===== src/rtl/uart_mmio.sv =====
// UART window responder: decodes word offsets and serves status, TX holding
// register, RX byte FIFO and the cycle/instruction counters.
module uart_mmio #(
  parameter int RX_DEPTH = 4
) (
  input  logic        clk,
  input  logic        rst,
  input  logic        is_UART,
  input  logic [31:0] memAddr,
  input  logic        re,
  input  logic        we,
  input  logic        stall,
  input  logic [31:0] wdata,
  input  logic        instr_commit,
  output logic [31:0] rdata,
  output logic [7:0]  tx_data,
  output logic        tx_valid,
  input  logic        tx_ready,
  input  logic [7:0]  rx_data,
  input  logic        rx_valid,
  output logic        rx_ready
);

  localparam int PW = $clog2(RX_DEPTH);
  localparam int CW = PW + 1;

  localparam logic [5:0] OFF_TXS = 6'h00;
  localparam logic [5:0] OFF_RXS = 6'h01;
  localparam logic [5:0] OFF_TXD = 6'h02;
  localparam logic [5:0] OFF_RXD = 6'h03;
  localparam logic [5:0] OFF_CYC = 6'h04;
  localparam logic [5:0] OFF_INS = 6'h05;

  logic [31:0]   rdata_q, rdata_d, rd_val_s;
  logic [7:0]    tx_data_q, tx_data_d;
  logic          tx_full_q, tx_full_d;
  logic [7:0]    rx_mem_q [RX_DEPTH];
  logic [PW-1:0] rx_wptr_q, rx_wptr_d, rx_rptr_q, rx_rptr_d;
  logic [CW-1:0] rx_cnt_q, rx_cnt_d;
  logic [31:0]   cyc_q, cyc_d, ins_q, ins_d;

  logic [5:0] off_s;
  logic       acc_rd_s, acc_wr_s, rx_empty_s, rx_full_s, push_s, pop_s, clr_s;
  logic       unused_s;

  assign off_s      = memAddr[7:2];
  assign acc_rd_s   = is_UART & re & ~stall;
  assign acc_wr_s   = is_UART & we & ~stall;
  assign rx_empty_s = (rx_cnt_q == CW'(0));
  assign rx_full_s  = (rx_cnt_q == CW'(RX_DEPTH));
  assign push_s     = rx_valid & ~rx_full_s;
  assign pop_s      = acc_rd_s & (off_s == OFF_RXD) & ~rx_empty_s;
  assign clr_s      = acc_wr_s & (off_s == OFF_CYC);
  assign unused_s   = ^{memAddr[31:8], memAddr[1:0], wdata[31:8]};

  // Load data mux over start-of-cycle register contents
  always_comb begin
    rd_val_s = 32'h0000_0000;
    case (off_s)
      OFF_TXS: rd_val_s = {31'h0, ~tx_full_q};
      OFF_RXS: rd_val_s = {31'h0, ~rx_empty_s};
      OFF_RXD: begin
        if (rx_empty_s) rd_val_s = 32'h0000_0000;
        else            rd_val_s = {24'h0, rx_mem_q[rx_rptr_q]};
      end
      OFF_CYC: rd_val_s = cyc_q;
      OFF_INS: rd_val_s = ins_q;
      default: rd_val_s = 32'h0000_0000;
    endcase
  end

  // Next-state logic for load data, TX holding register, FIFO and counters
  always_comb begin
    rdata_d   = rdata_q;
    tx_data_d = tx_data_q;
    tx_full_d = tx_full_q;
    if (acc_rd_s) rdata_d = rd_val_s;
    else          rdata_d = rdata_q;
    // acceptance uses start-of-cycle tx_full, so a write during a handshake is lost
    if (tx_full_q) begin
      if (tx_ready) tx_full_d = 1'b0;
      else          tx_full_d = 1'b1;
    end else if (acc_wr_s && (off_s == OFF_TXD)) begin
      tx_full_d = 1'b1;
      tx_data_d = wdata[7:0];
    end else begin
      tx_full_d = 1'b0;
    end
    if (push_s) rx_wptr_d = rx_wptr_q + PW'(1);
    else        rx_wptr_d = rx_wptr_q;
    if (pop_s) rx_rptr_d = rx_rptr_q + PW'(1);
    else       rx_rptr_d = rx_rptr_q;
    case ({push_s, pop_s})
      2'b10:   rx_cnt_d = rx_cnt_q + CW'(1);
      2'b01:   rx_cnt_d = rx_cnt_q - CW'(1);
      default: rx_cnt_d = rx_cnt_q;
    endcase
    if (clr_s) begin
      cyc_d = 32'h0000_0000;
      ins_d = 32'h0000_0000;
    end else begin
      cyc_d = cyc_q + 32'd1;
      ins_d = ins_q + {31'h0, instr_commit};
    end
  end

  // State registers with synchronous reset
  always_ff @(posedge clk) begin
    if (rst) begin
      rdata_q   <= 32'h0000_0000;
      tx_data_q <= 8'h00;
      tx_full_q <= 1'b0;
      rx_wptr_q <= '0;
      rx_rptr_q <= '0;
      rx_cnt_q  <= '0;
      cyc_q     <= 32'h0000_0000;
      ins_q     <= 32'h0000_0000;
    end else begin
      rdata_q   <= rdata_d;
      tx_data_q <= tx_data_d;
      tx_full_q <= tx_full_d;
      rx_wptr_q <= rx_wptr_d;
      rx_rptr_q <= rx_rptr_d;
      rx_cnt_q  <= rx_cnt_d;
      cyc_q     <= cyc_d;
      ins_q     <= ins_d;
    end
  end

  // FIFO storage; contents need no reset because the count gates every read
  always_ff @(posedge clk) begin
    if (push_s) rx_mem_q[rx_wptr_q] <= rx_data;
  end

  assign rdata    = rdata_q;
  assign tx_data  = tx_data_q;
  assign tx_valid = tx_full_q;
  assign rx_ready = ~rx_full_s;

endmodule

===== config.mk =====
export PLATFORM = sky130hd
export DESIGN_NAME = uart_mmio
export DESIGN_NICKNAME = d
export VERILOG_FILES = /design/src/rtl/uart_mmio.sv
export SDC_FILE = /design/constraint.sdc
export NUM_CORES = 1
export LEC_CHECK = 0
export CELL_PAD_IN_SITES_DETAIL_PLACEMENT = 1
export CELL_PAD_IN_SITES_GLOBAL_PLACEMENT = 1
export CORE_ASPECT_RATIO = 0.9
export CORE_UTILIZATION = 43
export DETAILED_ROUTE_END_ITERATION = 6
export PLACE_DENSITY = 0.9
export SYNTH_ARGS = -nofsm -noshare
export SYNTH_HDL_FRONTEND = slang
export SYNTH_SLANG_ARGS = --single-unit
export TNS_END_PERCENT = 20

===== constraint.sdc =====
create_clock -name clk -period 5 [get_ports clk]
set_clock_uncertainty 0.05 [all_clocks]
set_input_delay 1.25 -clock clk [delete_from_list [all_inputs] [get_ports clk]]
set_output_delay 1.25 -clock clk [all_outputs]
set_load 0.005 [all_outputs]

==> qor.yml, run 1 <==
floorplanning:
  die_x_microns: 129.8
  core_area_sq_um: 14160
drt:
  ant_nets: 0
  highest_layer: "met4"
  drc: 0
  avgViaCountPerCell: 5.556
  vias: 5067
  wl_per_cell_microns: 19.09
yosys:
  synthMuxAreaShare: 0.09186
  ys_ff: 146
  edf_count: 32
  xor_share: 0.07622
  synthAoiAreaFrac: 0.05900
  synthTopCellsByCount: "dfxtp_1 (114), nor2_1 (103), a21oi_1 (49)"
  ys_sh_adder: 0.01901
  ff_type: "dfxtp_1"
  syn_nets: 735
timing:
  post-route-min-period_ns: 3.783
  fin_tns_setup_ns: 0
min_path:
  hold_depth: 2
  worst_hold_path_type: "reg -> reg"
placed_design:
  hpwl_microns: 11570
  place_congestion: 0.7940
  port_buffers: 72
  place_worst_setup_slack_ns: 0.8395
pwr:
  p_int_uw: 2147
  power_density_nw_per_um2: 348.5
  p_switching_uw: 568.6
  p_clk_frac: 0.500
  p_seq_frac: 0.456
setup_path:
  reg2regPathDepth: 10
  rrSetupSlack_ns: 2.54
  end_kind: "flip-flop"
clock_network:
  clock-sinks: 146
  cts-root-buf: "clkbuf_16"
  numCtsBuffers: 17
  clockBufferDepth: 2
  post-cts-setup-buffers: 0
global_route:
  grt_pass1_vias: 5614
  grt.total_usage: 0.2503
cells_and_area:
  fill_cells: 1574
run_status:
  status: "finished, final reports clean"
job:
  warnings: 79
-- run 1: layer usage --
| metal | vias up | global-route usage |
|---|---|---|
| met5 | - | 0 |
| li1 | 2385 | - |
| met4 | 0 | 0.1209 |
| met1 | 2524 | 0.2911 |
| met3 | 31 | 0.05773 |
| met2 | 127 | 0.4378 |
-- run 1: final cells by class --
cell class,count,area share
Sequential cell,146,0.4162
Multi-Input combinational cell,448,0.3680
Timing Repair Buffer,78,0.09698
Clock buffer,21,0.06053
Tap cell,193,0.03099
Clock inverter,11,0.02007
Inverter,15,0.007225
-- run 1: logic make-up (layout without fill, tap and decap cells) --
kind of cell | count (synthesis) | in the layout
buffers and inverters | 51 | 125
XOR/XNOR | 55 | 55
multiplexers | 48 | 48
AND-OR/OR-AND | 70 | 70
adder cells (fa/ha/maj) | 9 | 9
AND/OR/NAND/NOR | 266 | 266
flip-flops | 146 | 146
-- run 1: power groups by stage --
stage               clock [uW]  combinational, uW  sequential (uW)
floorplan                    0               67.1             1260
global route              1420                129             1240
detailed placement           0                118             1260
global placement             0                109             1260
CTS                       1380                120             1240
finish                    1360                119             1240
-- run 1: worst max path at each step --
| stage | startpoint | to | cells after the start |
|---|---|---|---|
| 2_1_floorplan | memAddr[5] | rx_cnt_q[2] | 9 |
| 3_3_place_gp | memAddr[4] | rx_cnt_q[2] | 10 |
| 3_5_place_dp | memAddr[4] | rx_cnt_q[2] | 10 |
| 4_1_cts | memAddr[4] | rx_cnt_q[2] | 10 |
| 5_1_grt | memAddr[4] | rx_cnt_q[2] | 10 |
| 6_report | memAddr[4] | rx_cnt_q[2] | 10 |
Run 1, signal wires on met2:
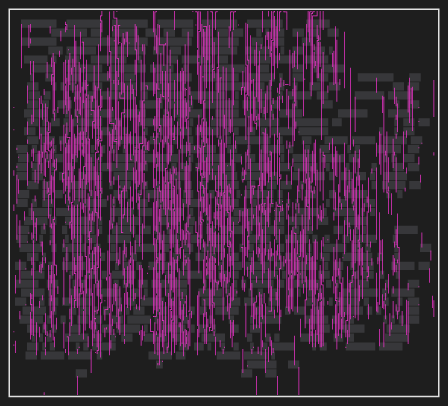
688 nets have wire on it. The layer carries 9,080 microns of wire.

Run 1, local utilization:
13 x 12 tiles, from white (low) to dark blue (high), 0 to 100% covered.
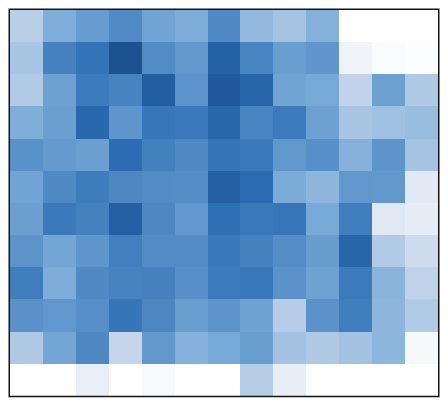
8.3% of the tiles are nearly empty. The mean over all tiles is 50%. The fullest tile reaches 87%. 7.7% of the tiles are over 75% full.

Run 1, sequential cells grouped by signal name:
Other sequential cells in the stronger gray, the rest of the logic in the fainter gray.
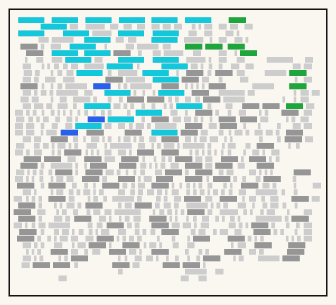
rx_cnt_q: marked blue, sequential cells 3. tx_data: marked green, sequential cells 8. rx_mem_q: marked cyan, sequential cells 32.

## Run 2: what changed since run 1
--- a/config.mk
+++ b/config.mk
@@ -8,9 +8,9 @@
 export CELL_PAD_IN_SITES_DETAIL_PLACEMENT = 1
 export CELL_PAD_IN_SITES_GLOBAL_PLACEMENT = 1
 export CORE_ASPECT_RATIO = 0.9
-export CORE_UTILIZATION = 43
+export CORE_UTILIZATION = 40
 export DETAILED_ROUTE_END_ITERATION = 6
-export PLACE_DENSITY = 0.9
+export PLACE_DENSITY = 0.85
 export SYNTH_ARGS = -nofsm -noshare
 export SYNTH_HDL_FRONTEND = slang
 export SYNTH_SLANG_ARGS = --single-unit
==> constraint.sdc (replaced) <==
create_clock -name clk -period 4 [get_ports clk]
set_clock_uncertainty 0.05 [all_clocks]
set_input_delay 1 -clock clk [delete_from_list [all_inputs] [get_ports clk]]
set_output_delay 1 -clock clk [all_outputs]
set_load 0.005 [all_outputs]
Run 2, signal wires on met2:
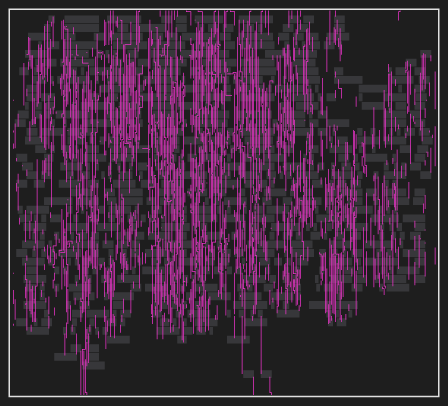
Final Routed Wirelength: 18,120 microns
GR Util met2: 0.4071
vias: 5,140

==> run 2 against run 1 <==
  * Count of clock-buffer cells in the layout fell by 1
  * First-iteration DRC count rose by 6.0%
  * Largest power group unchanged
  * Highest routed layer unchanged
  * Worst setup slack got worse by 0.67 ns
  * Area after synthesis did not move
==> qor.yml, run 2 <==
clock_network:
  clock-sinks: 146  # unchanged
  clockBufferDepth: 2  # unchanged
  cts-root-buf: "clkbuf_16"  # unchanged
  clk-insertion-delay-late_ns: 0.43  # about the same
  post-cts-setup-buffers: 0  # unchanged
  numCtsBuffers: 17  # unchanged
global_route:
  grtUsageMet3: 0.05054  # was 0.05773
  grt_pass1_vias: 5467  # was 5,614
  grt.busiest_layer: "met2"  # unchanged
  grt.total_usage: 0.2351  # was 0.2503
  grtUsageMet1: 0.2828  # was 0.2911
  overflow: 0  # unchanged
placed_design:
  place_congestion: 0.8608  # was 0.7940
  port_buffers: 72  # unchanged
timing:
  fin_tns_setup_ns: 0  # unchanged
  post-route-min-period_ns: 3.453
pwr:
  leakagePower_uw: 0.002753  # was 0.002767 uW
  seq-power_uw: 1550  # was 1240 uW
  power_density_nw_per_um2: 426.0  # was 348.5 nW/um^2
  p_clk_frac: 0.486  # was 0.500
  p_int_uw: 2583  # was 2147 uW
  p_seq_frac: 0.468  # was 0.456
  p_clk_uw: 1610  # was 1360 uW
  p_switching_uw: 729.1  # was 568.6 uW
floorplanning:
  core_area_sq_um: 15440  # was 14,160 sq um
  fp.dieH_microns: 121.2  # was 117.0 microns
yosys:
  synthTopCellsByCount: "dfxtp_1 (114), nor2_1 (103), a21oi_1 (49)"  # unchanged
  ys_ff: 146  # unchanged
  syn_nets: 735  # unchanged
  ff_type: "dfxtp_1"  # unchanged
  edf_count: 32  # unchanged
job:
  warnings: 79  # unchanged
drt:
  highest_layer: "met4"  # unchanged
  drc: 0  # unchanged
  ant_nets: 0  # unchanged
  wl_per_cell_microns: 19.63  # was 19.09 microns
  avgViaCountPerCell: 5.569  # was 5.556
min_path:
  worst_hold_path_type: "reg -> reg"  # unchanged
  hold_depth: 2  # unchanged
  hold_path_end: "rdata[30]"  # was rdata[11]
setup_path:
  reg2regPathDepth: 5  # was 10
  r2r-end: "cyc_q[31]"  # was rx_cnt_q[2]
  cp-endpoint: "rx_cnt_q[2]"  # unchanged
  rrSetupSlack_ns: 1.41  # was 2.54 ns
  startpoint: "memAddr[5]"  # was memAddr[4]
  end_kind: "flip-flop"  # unchanged
run_status:
  status: "finished, final reports clean"  # unchanged
-- run 2: area by class of cell --
| class | count | area [sq um] | area share |
|---|---|---|---|
| Timing Repair Buffer | 80 | 770.7 | 0.09913 |
| Clock buffer | 20 | 446.7 | 0.05745 |
| Multi-Input combinational cell | 448 | 2868 | 0.3688 |
| Inverter | 15 | 56.30 | 0.007242 |
| Tap cell | 202 | 252.7 | 0.03251 |
| Sequential cell | 146 | 3243 | 0.4171 |
| Clock inverter | 12 | 137.6 | 0.01770 |
-- run 2: worst max-delay path: cells and delay by family --
| kind | cells | cell delay [ns] |
|---|---|---|
| AOI/OAI and AO/OA | 1 | 0.14 |
| adders and majority gates | 2 | 0.65 |
| xor gates and xnor gates | 1 | 0.17 |
| and+or+nand+nor | 4 | 1.04 |
| buffers and inverters | 3 | 0.78 |
-- run 2: cell families after synthesis --
| family | count (synthesis) | synth area share |
|---|---|---|
| AND-OR/OR-AND | 70 | 0.05900 |
| multiplexers | 48 | 0.09186 |
| flip-flops | 146 | 0.5132 |
| XOR/XNOR | 55 | 0.07622 |
| adder cells (fa/ha/maj) | 9 | 0.01901 |
| AND/OR/NAND/NOR | 266 | 0.2077 |
| buffers and inverters | 51 | 0.03306 |
-- run 2: metrics by stage --
| step | hold slack (ns) | utilization | setup WS, ns | power, uW | cells |
|---|---|---|---|---|---|
| final | 0.4383 | 0.5035 | 0.5469 | 3312 | 923 |
| after global routing | 0.4810 | 0.5035 | 0.4170 | 3397 | 923 |
| after CTS | 0.4402 | 0.5035 | 0.5865 | 3323 | 923 |
| after detailed placement | 0.4311 | 0.4657 | 0.2695 | 1725 | 891 |
| after global placement | 0.4104 | 0.4657 | 0.4339 | 1713 | 891 |
| after floorplan | 0.3871 | - | 0.8955 | 1658 | 645 |
No activity file was given, so power comes from the tool's default toggle rates.
